### src/rtl/frame_pkg.sv
// Shared types and defaults for the frame FIFO writer: descriptor layout,
// FSM state encoding and default frame length limits.
`default_nettype none

package frame_pkg;

  localparam int DEF_LEN_WIDTH = 11;
  localparam int DEF_MIN_LEN   = 64;
  localparam int DEF_MAX_LEN   = 1522;

  typedef enum logic [1:0] {
    ST_IDLE  = 2'd0,
    ST_RECV  = 2'd1,
    ST_TRUNC = 2'd2,
    ST_DROP  = 2'd3
  } frame_state_t;

  typedef struct packed {
    logic                     err;
    logic                     runt;
    logic                     trunc;
    logic [DEF_LEN_WIDTH-1:0] len;
  } frame_desc_t;

endpackage

`default_nettype wire

### src/rtl/frame_fifo_writer.sv
// Admits, truncates or drops RX MAC frames and issues zero-latency writes
// to the data FIFO plus one descriptor per admitted frame.
`default_nettype none

module frame_fifo_writer
  import frame_pkg::*;
#(
  parameter int P_DATA_WIDTH = 8,
  parameter int P_LEN_WIDTH  = DEF_LEN_WIDTH,
  parameter int P_MIN_LEN    = DEF_MIN_LEN,
  parameter int P_MAX_LEN    = DEF_MAX_LEN,
  parameter int P_CNT_WIDTH  = 16
) (
  input  logic                    clk_i,
  input  logic                    rstn_i,
  input  logic                    rx_valid_i,
  input  logic [P_DATA_WIDTH-1:0] rx_data_i,
  input  logic                    rx_sof_i,
  input  logic                    rx_eof_i,
  input  logic                    rx_err_i,
  output logic                    data_wr_o,
  output logic [P_DATA_WIDTH-1:0] data_o,
  input  logic                    data_full_i,
  output logic                    desc_wr_o,
  output logic [P_LEN_WIDTH+2:0]  desc_o,
  input  logic                    desc_full_i,
  output logic [P_CNT_WIDTH-1:0]  frame_cnt_o,
  output logic [P_CNT_WIDTH-1:0]  drop_cnt_o
);

  localparam logic [P_LEN_WIDTH-1:0] MAX_LEN_L = P_LEN_WIDTH'(P_MAX_LEN);
  localparam logic [P_LEN_WIDTH-1:0] MIN_LEN_L = P_LEN_WIDTH'(P_MIN_LEN);

  logic                   rst_meta, rst_sync_n, run;
  frame_state_t           state_q, state_d;
  logic [P_LEN_WIDTH-1:0] len_q, len_d;
  logic                   trunc_q, trunc_d;
  logic [P_CNT_WIDTH-1:0] frame_cnt_q, drop_cnt_q;

  logic                   data_wr, desc_req, desc_wr, drop_inc, can_write;
  logic                   d_err, d_trunc;
  logic [P_LEN_WIDTH-1:0] d_len;

  // run mirrors rst_sync_n so the write gates never share a net with the async reset
  always_ff @(posedge clk_i or negedge rstn_i) begin
    if (!rstn_i) begin
      rst_meta   <= 1'b0;
      rst_sync_n <= 1'b0;
      run        <= 1'b0;
    end else begin
      rst_meta   <= 1'b1;
      rst_sync_n <= rst_meta;
      run        <= rst_meta;
    end
  end

  always_ff @(posedge clk_i or negedge rst_sync_n) begin
    if (!rst_sync_n) begin
      state_q     <= ST_IDLE;
      len_q       <= '0;
      trunc_q     <= 1'b0;
      frame_cnt_q <= '0;
      drop_cnt_q  <= '0;
    end else begin
      state_q <= state_d;
      len_q   <= len_d;
      trunc_q <= trunc_d;
      if (desc_wr)  frame_cnt_q <= frame_cnt_q + P_CNT_WIDTH'(1);
      if (drop_inc) drop_cnt_q  <= drop_cnt_q + P_CNT_WIDTH'(1);
    end
  end

  always_comb begin
    state_d   = state_q;
    len_d     = len_q;
    trunc_d   = trunc_q;
    data_wr   = 1'b0;
    desc_req  = 1'b0;
    drop_inc  = 1'b0;
    can_write = 1'b0;
    d_err     = 1'b0;
    d_trunc   = 1'b0;
    d_len     = '0;

    if (rx_valid_i && run) begin
      case (state_q)
        ST_IDLE: begin
          if (rx_sof_i) begin
            if (!data_full_i && !desc_full_i) begin
              data_wr = 1'b1;
              len_d   = P_LEN_WIDTH'(1);
              trunc_d = 1'b0;
              if (rx_eof_i) begin
                desc_req = 1'b1;
                d_err    = rx_err_i;
                d_len    = P_LEN_WIDTH'(1);
              end else begin
                state_d = ST_RECV;
              end
            end else begin
              drop_inc = 1'b1;
              if (!rx_eof_i) state_d = ST_DROP;
            end
          end
        end

        ST_RECV, ST_TRUNC: begin
          if (rx_sof_i) begin
            // Missing EOF: close the open frame as errored, discard the new one
            desc_req = 1'b1;
            d_err    = 1'b1;
            d_trunc  = trunc_q;
            d_len    = len_q;
            drop_inc = 1'b1;
            state_d  = rx_eof_i ? ST_IDLE : ST_DROP;
          end else begin
            can_write = (state_q == ST_RECV) && !data_full_i && (len_q < MAX_LEN_L);
            data_wr   = can_write;
            if (can_write) begin
              len_d = len_q + P_LEN_WIDTH'(1);
            end else if (state_q == ST_RECV) begin
              trunc_d = 1'b1;
              state_d = ST_TRUNC;
            end
            if (rx_eof_i) begin
              desc_req = 1'b1;
              d_err    = rx_err_i;
              d_trunc  = trunc_q | ~can_write;
              d_len    = len_q + {{(P_LEN_WIDTH-1){1'b0}}, can_write};
              state_d  = ST_IDLE;
            end
          end
        end

        ST_DROP: begin
          if (rx_eof_i) state_d = ST_IDLE;
        end

        default: state_d = ST_IDLE;
      endcase
    end

    desc_wr = desc_req & ~desc_full_i;
  end

  assign data_wr_o   = data_wr;
  assign data_o      = rx_data_i;
  assign desc_wr_o   = desc_wr;
  assign desc_o      = {d_err, (d_len < MIN_LEN_L), d_trunc, d_len};
  assign frame_cnt_o = frame_cnt_q;
  assign drop_cnt_o  = drop_cnt_q;

endmodule

`default_nettype wire

### config.mk
export PLATFORM = sky130hd
export DESIGN_NAME = frame_fifo_writer
export DESIGN_NICKNAME = d
export VERILOG_FILES = /design/src/rtl/frame_pkg.sv /design/src/rtl/frame_fifo_writer.sv
export SDC_FILE = /design/constraint.sdc
export NUM_CORES = 1
export LEC_CHECK = 0
export ABC_AREA = 0
export CORE_UTILIZATION = 42
export CTS_BUF_LIST = sky130_fd_sc_hd__clkbuf_16
export DETAILED_ROUTE_END_ITERATION = 6
export PLACE_DENSITY = 0.69
export SKIP_LAST_GASP = 1
export SLEW_MARGIN = 20
export SYNTH_ARGS = -nofsm -noshare
export SYNTH_HDL_FRONTEND = slang
export SYNTH_SLANG_ARGS = --single-unit
### constraint.sdc
create_clock -name clk_i -period 4.5 [get_ports clk_i]
set_clock_uncertainty 0.1 [all_clocks]
set_input_delay 0.675 -clock clk_i [delete_from_list [all_inputs] [get_ports clk_i]]
set_output_delay 0.675 -clock clk_i [all_outputs]
set_load 0.01 [all_outputs]
**Cells colored by class**

Fill, decap, tap and diode cells in gray.
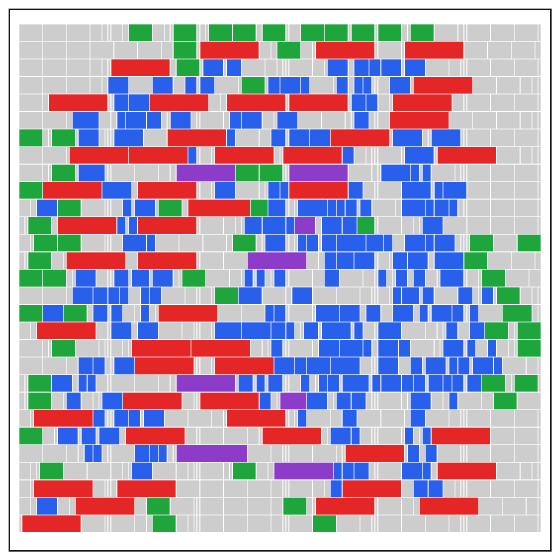
- purple: clock drivers and dummy loads (cells 8; share of their area 5.1%)
- blue: all other logic (cells 224; share of their area 43%)
- green: other buffers and delay cells (cells 57; share of their area 17%)
- red: flip-flops (cells 48; share of their area 35%)

**Wires at chosen ports, followed through buffers**

The bar under the picture is 20 µm long.
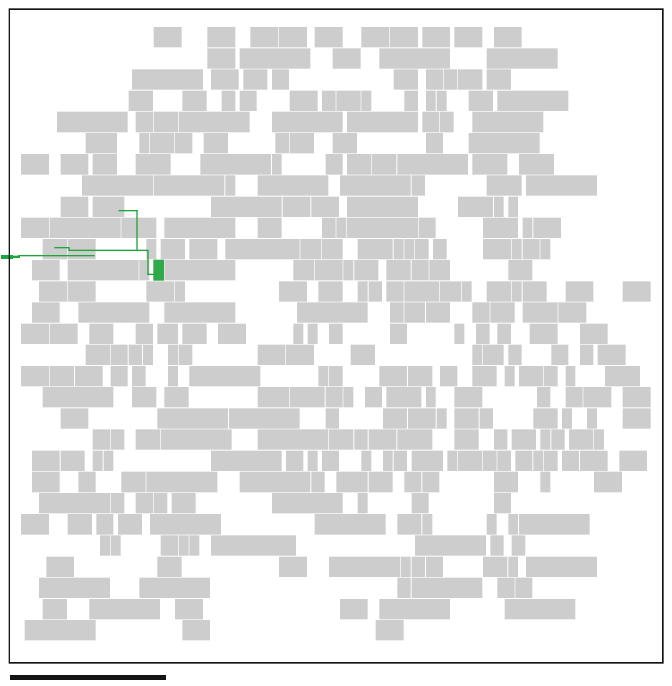
- green: desc_wr_o (direction output; edge west; end cells 1; buffers 1; wire 34.2 µm)
Port Buf Inserts: 55
# IOs: 72

**Placement view**

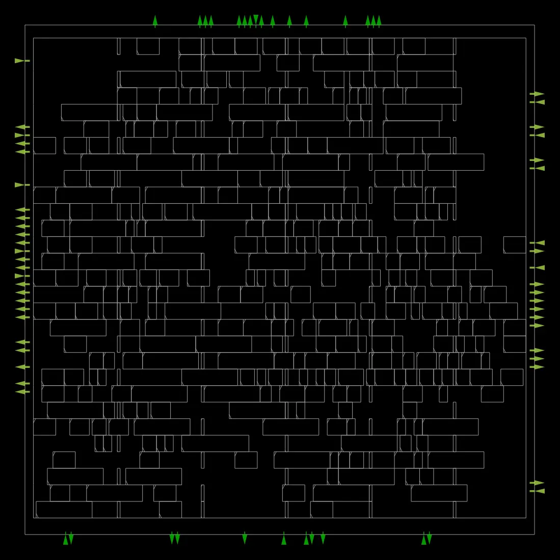
flip-flop and latch count: 48
filler cell count: 595
fin cells: 414

==> impl_metrics.py <==
# Auto-generated metrics
metrics = {
    "outcome": {
        "status": "finished clean",
    },
    "final_timing": {
        "slew_viol_final": 0,
        "fmax_mhz": 250.3,
        "rsz0062_at_grt": "no",
        "max_slew_margin_pct": 55.56,
        "finalHoldViolCount": 0,
    },
    "yosys": {
        "synthCells": 294,
        "topCombFamilyByArea": "simple AND/OR/NAND/NOR gates",
        "synth_chip_area_um2": 2806,
        "synthAdderAreaFrac_pct": 4.458,
        "postSynthAreaPerCell_um2": 9.546,
        "yosysWarnings": 0,
        "ys.flop_type": "dfrtp_1",
        "topCellsByArea": "dfrtp_1, xnor2_1, ha_1, xor2_1, nor2_1",
        "ys_sh_simple_pct": 23.00,
    },
    "power_and_ir_drop": {
        "switching_share_pct": 32.26,
        "power_frac_clock_pct": 31.6,
        "maxPowerGroup": "sequential cells",
        "leakage_uw": 0.001478,
    },
    "finish": {
        "comb_area_share_pct": 41.42,
        "comb_area_um2": 1465,
        "post-route-util_pct": 55.39,
        "clock_area_share_pct": 4.952,
        "drive_gt1_share_pct": 5.935,
        "layout_top_cell": "clkdlybuf4s50_1",
        "mostFrequentLayoutCells": "clkdlybuf4s50_1, dfrtp_1, xnor2_1",
    },
    "global_route": {
        "grt_pass1_vias": 2181,
        "antenna_found_initial": 0,
    },
    "routing": {
        "drtAntennaViolNets": 0,
        "wire_per_inst_um": 15.10,
        "drtIter0Drc": 118,
    },
    "floorplan": {
        "dieArea_um2": 7013,
        "coreArea_um2": 6386,
    },
    "flow_run": {
        "max_cap_viol_count": 0,
    },
    "critical_path": {
        "setup.worst_path.end_class": "output pin",
        "critPathTopFamily": "buffers and inverters",
        "regToRegEndpoint": "frame_cnt_o[15]",
        "ff2ff_path_depth": 7,
        "path_class": "in -> out",
        "arrival_ns": 3.22,
        "crit-reg2reg-launch": "state_q[0]",
        "reg2reg_setup_slack_ns": 1.78,
    },
    "placed_design": {
        "dp_hpwl_um": 4490,
        "dp_worst_setup_slack_ns": 0.2340,
        "postPlaceCellArea_um2": 3348,
    },
    "cts": {
        "tritoncts": "built",
    },
}
